File: config.mk
export PLATFORM = sky130hd
export DESIGN_NAME = imem_loader
export DESIGN_NICKNAME = d
export VERILOG_FILES = /design/src/rtl/imem_loader.sv
export SDC_FILE = /design/constraint.sdc
export NUM_CORES = 1
export LEC_CHECK = 0
export CAP_MARGIN = 20
export CELL_PAD_IN_SITES_DETAIL_PLACEMENT = 1
export CELL_PAD_IN_SITES_GLOBAL_PLACEMENT = 1
export CORE_ASPECT_RATIO = 0.6
export CORE_MARGIN = 8
export CORE_UTILIZATION = 55
export CTS_CLUSTER_SIZE = 30
export DETAILED_ROUTE_END_ITERATION = 10
export DONT_BUFFER_PORTS = 1
export PLACE_DENSITY_LB_ADDON = 0.1
export SETUP_SLACK_MARGIN = 0.5
export SYNTH_ARGS = -nofsm -noshare
export SYNTH_HDL_FRONTEND = slang
export SYNTH_SLANG_ARGS = --single-unit
File: constraint.sdc
create_clock -name clk -period 4.4 [get_ports clk]
set_clock_uncertainty 0.1 [all_clocks]
set_input_delay 0.44 -clock clk [delete_from_list [all_inputs] [get_ports clk]]
set_output_delay 0.44 -clock clk [all_outputs]
set_load 0.1 [all_outputs]
File: src/rtl/imem_loader.sv
// Boot-time program loader: receives a length-prefixed byte stream, packs the bytes
// little-endian into 32-bit words and writes them to instruction memory, then releases the CPU.
module imem_loader #(
  parameter int IMEM_BYTES = 256
) (
  input  logic        clk,
  input  logic        rst_n,
  input  logic [7:0]  s_data,
  input  logic        s_valid,
  output logic        s_ready,
  input  logic        reload,
  output logic        imem_we,
  output logic [31:0] imem_addr,
  output logic [31:0] imem_wdata,
  output logic        cpu_run,
  output logic        busy,
  output logic        err
);

  localparam int          MAX_WORDS = IMEM_BYTES / 4;
  localparam logic [15:0] MAX_LEN   = 16'(MAX_WORDS);

  typedef enum logic [2:0] {
    ST_LEN0 = 3'd0,
    ST_LEN1 = 3'd1,
    ST_LOAD = 3'd2,
    ST_RUN  = 3'd3,
    ST_ERR  = 3'd4
  } state_t;

  state_t      state_q, state_d;
  logic [15:0] len_q, len_d;
  logic [1:0]  byte_cnt_q, byte_cnt_d;
  logic [15:0] word_cnt_q, word_cnt_d;
  logic [23:0] pack_q, pack_d;
  logic        we_q, we_d;
  logic [31:0] addr_q, addr_d;
  logic [31:0] wdata_q, wdata_d;

  logic        xfer_s;
  logic        last_wr_s;
  logic        s_ready_s;
  logic [15:0] len_new_s;

  // Final word is being written: stop accepting bytes so no trailing byte is swallowed.
  assign last_wr_s = we_q && (word_cnt_q == len_q);
  assign len_new_s = {s_data, len_q[7:0]};
  assign xfer_s    = s_valid && s_ready_s;

  // Stream-ready decode from the current state.
  always_comb begin
    s_ready_s = 1'b0;
    case (state_q)
      ST_LEN0: s_ready_s = 1'b1;
      ST_LEN1: s_ready_s = 1'b1;
      ST_LOAD: s_ready_s = !last_wr_s;
      default: s_ready_s = 1'b0;
    endcase
  end

  // Next-state and datapath update.
  always_comb begin
    state_d    = state_q;
    len_d      = len_q;
    byte_cnt_d = byte_cnt_q;
    word_cnt_d = word_cnt_q;
    pack_d     = pack_q;
    we_d       = 1'b0;
    addr_d     = addr_q;
    wdata_d    = wdata_q;
    case (state_q)
      ST_LEN0: begin
        if (xfer_s) begin
          len_d[7:0] = s_data;
          state_d    = ST_LEN1;
        end else begin
          state_d = ST_LEN0;
        end
      end
      ST_LEN1: begin
        if (xfer_s) begin
          len_d = len_new_s;
          if (len_new_s == 16'd0) begin
            state_d = ST_RUN;
          end else if (len_new_s > MAX_LEN) begin
            state_d = ST_ERR;
          end else begin
            state_d = ST_LOAD;
          end
        end else begin
          state_d = ST_LEN1;
        end
      end
      ST_LOAD: begin
        if (last_wr_s) begin
          state_d = ST_RUN;
        end else if (xfer_s) begin
          byte_cnt_d = byte_cnt_q + 2'd1;
          case (byte_cnt_q)
            2'd0: pack_d[7:0]   = s_data;
            2'd1: pack_d[15:8]  = s_data;
            2'd2: pack_d[23:16] = s_data;
            default: begin
              we_d       = 1'b1;
              wdata_d    = {s_data, pack_q};
              addr_d     = {14'd0, word_cnt_q, 2'b00};
              word_cnt_d = word_cnt_q + 16'd1;
            end
          endcase
        end else begin
          state_d = ST_LOAD;
        end
      end
      ST_RUN, ST_ERR: begin
        if (reload) begin
          state_d    = ST_LEN0;
          len_d      = 16'd0;
          byte_cnt_d = 2'd0;
          word_cnt_d = 16'd0;
          pack_d     = 24'd0;
          addr_d     = 32'd0;
        end else begin
          state_d = state_q;
        end
      end
      default: begin
        state_d = ST_LEN0;
      end
    endcase
  end

  // State and datapath registers.
  always_ff @(posedge clk or negedge rst_n) begin
    if (!rst_n) begin
      state_q    <= ST_LEN0;
      len_q      <= 16'd0;
      byte_cnt_q <= 2'd0;
      word_cnt_q <= 16'd0;
      pack_q     <= 24'd0;
      we_q       <= 1'b0;
      addr_q     <= 32'd0;
      wdata_q    <= 32'd0;
    end else begin
      state_q    <= state_d;
      len_q      <= len_d;
      byte_cnt_q <= byte_cnt_d;
      word_cnt_q <= word_cnt_d;
      pack_q     <= pack_d;
      we_q       <= we_d;
      addr_q     <= addr_d;
      wdata_q    <= wdata_d;
    end
  end

  assign s_ready    = s_ready_s;
  assign imem_we    = we_q;
  assign imem_addr  = addr_q;
  assign imem_wdata = wdata_q;
  assign cpu_run    = (state_q == ST_RUN);
  assign busy       = (state_q == ST_LEN0) || (state_q == ST_LEN1) || (state_q == ST_LOAD);
  assign err        = (state_q == ST_ERR);

endmodule
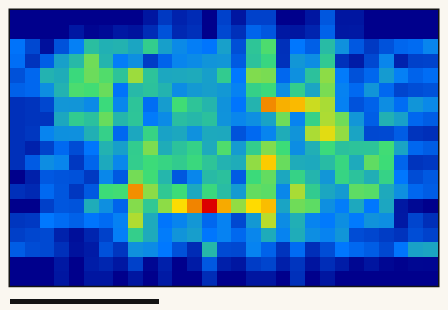
run_1/wire_density.png
Bar = 50 um. 29 x 19 tiles, from dark blue (low) to red (high), scaled to the fullest tile. Values are wire area over tile area, all layers added.
- nearly empty tiles: 11%
- fullest tile: 0.57
- mean over tiles: 0.15

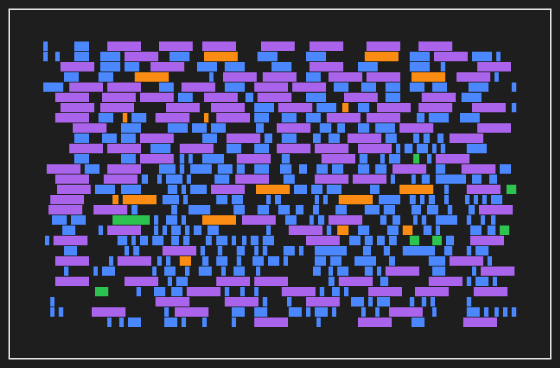
run_1/cell_classes.png
- purple: flip-flops (cells 110; share of their area 50%)
- green: other buffers and delay cells (cells 7; share of their area 1.3%)
- blue: all other logic (cells 312; share of their area 44%)
- orange: clock drivers and dummy loads (cells 16; share of their area 4.9%)

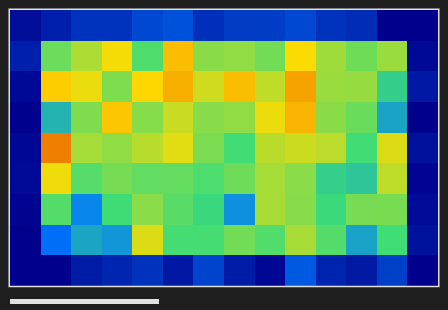
run_1/density.png
Bar = 50 um. 14 x 9 tiles, from dark blue (low) to red (high), 0 to 100% covered.
- densest ninth of the die: center
- nearly empty tiles: 11%
- fullest tile: 86%
- mean over tiles: 42%

==> notes.md, run 1 <==
flow finished, numbers: Post-Route WL=12700 um, Total Power=3180 uW, chip area in the Yosys report=5380 um^2, number of cells in Yosys stat=442, RSZ-0062 raised after global routing=no, Core Area=9670 um^2, H-tree Lvls=3, Root Buffer=clkbuf_16, Synth Register Bits=110, status=finished, final reports clean, nonclk inv count=23, vias in the first global route=~3500, Wirelength per Cell=between 20 and 25 um, NonClk Buf Share=1.28%, fp util=55.6%, Buffers on Ports=0, top logic cells by instance count in the layout=110 x dfrtp_1, 42 x nand2_1, 32 x mux2_2, MUX area fraction=a little under a fifth, WL met3=between 900 and 1000 um, r2r startpoint=imem_we$_DFF_PN0_, Final Hold Viols=0, CP cell instances=and3_4 > nand2_1 > nand2b_1 > a21oi_2, CP Capture Type=output port, Adder Share, Synth=1.16%, GRT Overall Usage=19.6%, Max-Cap Viols=0, antenna fix cells=0, EDFF count, synth=0, fraction of layout cells with a size suffix above 1=21.8%, Die W=144 um, routed vias=~3300, pre-CTS WS=around 1.4 ns, Setup Buffers After CTS=0, num sequential=110, sequential power share=a little under three fifths, placed cells=about 560, Seq share, synth=51.2%, max reg flops=32, cells on worst reg2reg path=5, Post-Synth XOR/XNOR Area=2.60%, total grt overflow=0, antenna violations before repair=0, Post-Place Cell Area=~5400 um^2, R2R Path End=imem_wdata[15]$_DFFE_PN0P_, biggest area cells=dfrtp_1 51%, mux2_4 7.8%, mux2_2 6.7%, mux2i_1 3.2%, nand2_1 2.9%, Hold Path Class=primary input to flop, Slowest-stage cell, CP=a21oi_2, CP top delay family=AND-OR/OR-AND gates, Critical Path Start=imem_we$_DFF_PN0_, row cnt=28, fill count=approximately 1000, DRT iter0 DRCs=185, Comb. pwr=676 uW, CTS tree=done, Worst setup endpoint=s_ready, max layer used=met4, switching power share of the total=about two fifths, Top non-seq family=multiplexers, Worst Path Buf+Inv=0, post-cts resize count=0, Stages on worst setup path=4, fin nets=between 400 and 500, Max Transition Viols Final=0, first-pass GRT wire length=20000 um, antenna viol nets, final=0, met3 usage=6.68%, Seq/total area=roughly half, fin area=5690 um^2, Comb gates=289, startpoint types=flop, combinational fraction of the cell area=41.1%, Die Size=13300 um^2, cell taking the most area after synthesis=dfrtp_1, # Taps=135, cell area after synthesis=5380 um^2, Reg area=around 2800 um^2, Arr. time, crit path=2.54 ns, Worst IR Drop VDD=0.285 mV, largest cell class by area=sequential cells, WL met1=6090 um, largest net degree at the start of global routing=approximately 110, clk slew on worst S/H paths=0.07 ns, hold slack=0.103 ns, Syn. warnings=0, commonest cells in the netlist=110 x dfrtp_1, 42 x nand2_1, 32 x mux2_2, Seq power=1760 uW, crit path time final=slightly above 3 ns, Worst Hold Depth=1, Non-clk bufs=7
==> run 2, diff against run 1 <==
--- a/config.mk
+++ b/config.mk
@@ -10,7 +10,7 @@
 export CELL_PAD_IN_SITES_GLOBAL_PLACEMENT = 1
 export CORE_ASPECT_RATIO = 0.6
 export CORE_MARGIN = 8
-export CORE_UTILIZATION = 55
+export CORE_UTILIZATION = 51
 export CTS_CLUSTER_SIZE = 30
 export DETAILED_ROUTE_END_ITERATION = 10
 export DONT_BUFFER_PORTS = 1
==> constraint.sdc (replaced) <==
create_clock -name clk -period 3.11 [get_ports clk]
set_clock_uncertainty 0.1 [all_clocks]
set_input_delay 0.311 -clock clk [delete_from_list [all_inputs] [get_ports clk]]
set_output_delay 0.311 -clock clk [all_outputs]
set_load 0.1 [all_outputs]
==> run 2 against run 1 <==
The flow now finishes with violations (hold timing). Utilization fell by 2.1 points. Combinational power rose by 45%. Die size rose by 6.7%. Sequential share of layout area fell by 1.8 points. Non-clock buffer count rose by 20. Final cell count rose by 4.3%. Via count rose by 2.8%. Hold slack got worse by 0.56 ns. Synthesized cell count did not move. Sequential cell count did not move.
==> notes.md, run 2 <==
flow finished, numbers: combinational fraction of the cell area=approximately 40%, CP Capture Type=flop, largest cell class by area=sequential cells, Final Hold Viols=110, Stages on worst setup path=5, Post-Route WL=between 10000 and 15000 um, status=finished, violations left, antenna fix cells=0, # Taps=roughly 140, Die Size=~14000 um^2, Die W=~150 um, total grt overflow=0, antenna viol nets, final=0, routed vias=~3400, antenna violations before repair=1, Post-Place Cell Area=5440 um^2, Hold Path Class=primary input to asynchronous set/reset pin, max reg flops=32, failing checks=hold timing, sequential power share=54.0%, Seq power=2480 uW, R2R Path End=imem_addr[13]$_DFFE_PN0P_, Syn. warnings=0, Core Area=10400 um^2, first-pass GRT wire length=21200 um, CP top delay family=AND-OR/OR-AND gates, number of cells in Yosys stat=442, GRT Overall Usage=between 10% and 20%, placed cells=roughly 570, Adder Share, Synth=1.16%, switching power share of the total=approximately two fifths, Buffers on Ports=0, clk slew on worst S/H paths=0.08 ns, chip area in the Yosys report=5380 um^2, cell taking the most area after synthesis=dfrtp_1, Comb gates=~290, fin nets=478, EDFF count, synth=0, DRT iter0 DRCs=between 200 and 250, Comb. pwr=979 uW, Seq/total area=a little under half, Critical Path Start=state_q[2]$_DFFE_PN0P_, WL met1=6430 um, Top non-seq family=multiplexers, CP cell instances=nor2_1 > nand3_1 > a21o_1 > a21oi_2 > mux2i_1, CTS tree=done, hold slack=-0.456 ns, top logic cells by instance count in the layout=110 x dfrtp_1, 42 x nand2_1, 32 x mux2_2, fp util=51.7%
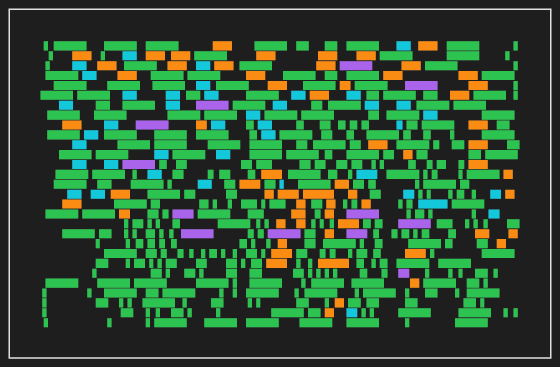
run_2/drive_strength.png
- orange: drive 3 to 4 (cells 61; share 13%; most used mux2_4)
- cyan: drive 2 (cells 40; share 8.6%; most used mux2_2)
- green: drive 1 or less (cells 353; share 76%; most used dfrtp_1)
- purple: drive 6 and up (cells 12; share 2.6%; most used clkbuf_16)

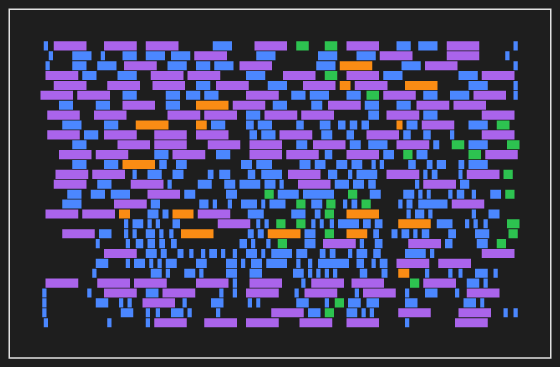
run_2/cell_classes.png
- green: other buffers and delay cells (cells 27; share of their area 3.9%)
- orange: clock drivers and dummy loads (cells 16; share of their area 5.2%)
- purple: flip-flops (cells 110; share of their area 48%)
- blue: all other logic (cells 313; share of their area 43%)

==> run 3, diff against run 2 <==
==> constraint.sdc (replaced) <==
create_clock -name clk -period 2.7 [get_ports clk]
set_clock_uncertainty 0.1 [all_clocks]
set_input_delay 0.27 -clock clk [delete_from_list [all_inputs] [get_ports clk]]
set_output_delay 0.27 -clock clk [all_outputs]
set_load 0.1 [all_outputs]
==> run 3 against run 2 <==
The flow still finishes with violations (hold timing). Non-clock buffer count grew 26. Wire length up 13%. Combinational power rose by about 40%. Design area up 8.8%. Synthesized cell count is the same. Hold slack got worse by 0.036 ns. Largest cell class unchanged. Worst setup slack got worse by 0.10 ns. Die size did not move. Sequential cell count did not move.
==> notes.md, run 3 <==
flow finished, numbers: status=finished, violations left, failing checks=hold timing, DRT iter0 DRCs=283, Max-Cap Viols=0, Seq/total area=a little over two fifths, top logic cells by instance count in the layout=100 x dfrtp_1, 41 x nand2_1, 32 x mux2_2, NonClk Buf Share=8.75%, hold slack=-0.491 ns, Die W=149 um, total grt overflow=0, Hold Path Class=primary input to asynchronous set/reset pin, # Taps=~140, WL met1=7090 um, placed cells=slightly below 600, Comb. pwr=1370 uW, Slowest-stage cell, CP=dfrtp_2, Stages on worst setup path=8, max reg flops=32, met3 usage=5.36%, Setup Buffers After CTS=19, Seq share, synth=between 50% and 60%, CTS tree=done, commonest cells in the netlist=110 x dfrtp_1, 42 x nand2_1, 32 x mux2_2, row cnt=29, fp util=51.7%, cells on worst reg2reg path=8, chip area in the Yosys report=5380 um^2, fin area=6420 um^2, clk slew on worst S/H paths=about 0.080 ns, Non-clk bufs=53, CP cell instances=xor2_1 > nor4_2 > and3_4 > buf_4 > a21o_4 > a21oi_4 > buf_6 > mux2_2, Reg area=2770 um^2, nonclk inv count=24, GRT Overall Usage=between 20% and 30%, biggest area cells=dfrtp_1 51%, mux2_4 7.8%, mux2_2 6.7%, mux2i_1 3.2%, nand2_1 2.9%, Final Hold Viols=110, RSZ-0062 raised after global routing=yes, num sequential=between 100 and 150, Buffers on Ports=0, Syn. warnings=0, MUX area fraction=18.9%, Die Size=14200 um^2, fraction of layout cells with a size suffix above 1=roughly a third, sequential power share=just over 50%, Post-Synth XOR/XNOR Area=2.60%, routed vias=approximately 3600, Critical Path Start=len_q[7]$_DFFE_PN0P_, R2R Path End=pack_q[8]$_DFFE_PN0P_
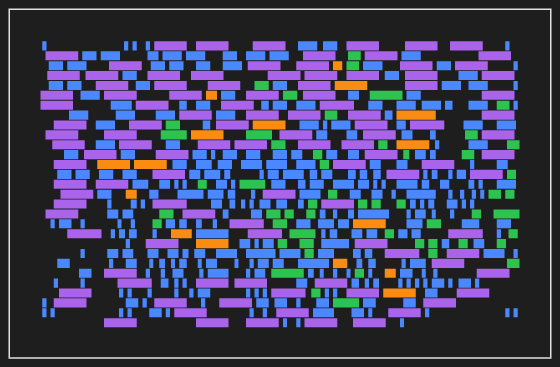
run_3/cell_classes.png
- purple: flip-flops (cells 110; share of their area 44%)
- orange: clock drivers and dummy loads (cells 16; share of their area 5.1%)
- green: other buffers and delay cells (cells 53; share of their area 9.0%)
- blue: all other logic (cells 314; share of their area 42%)

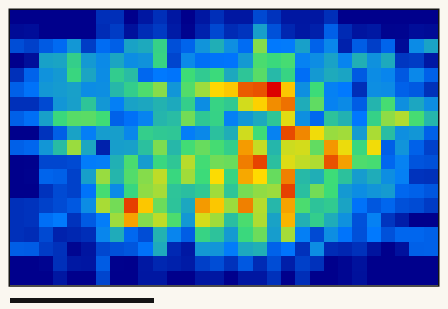
run_3/wire_density.png
Bar = 50 um. 30 x 19 tiles, from dark blue (low) to red (high), scaled to the fullest tile. Values are wire area over tile area, all layers added.
- nearly empty tiles: 12%
- densest ninth of the die: center
- emptiest ninth of the die: lower right
- mean over tiles: 0.17
- tiles over half the peak: 19%

Power is estimated from default activity; no workload was simulated.
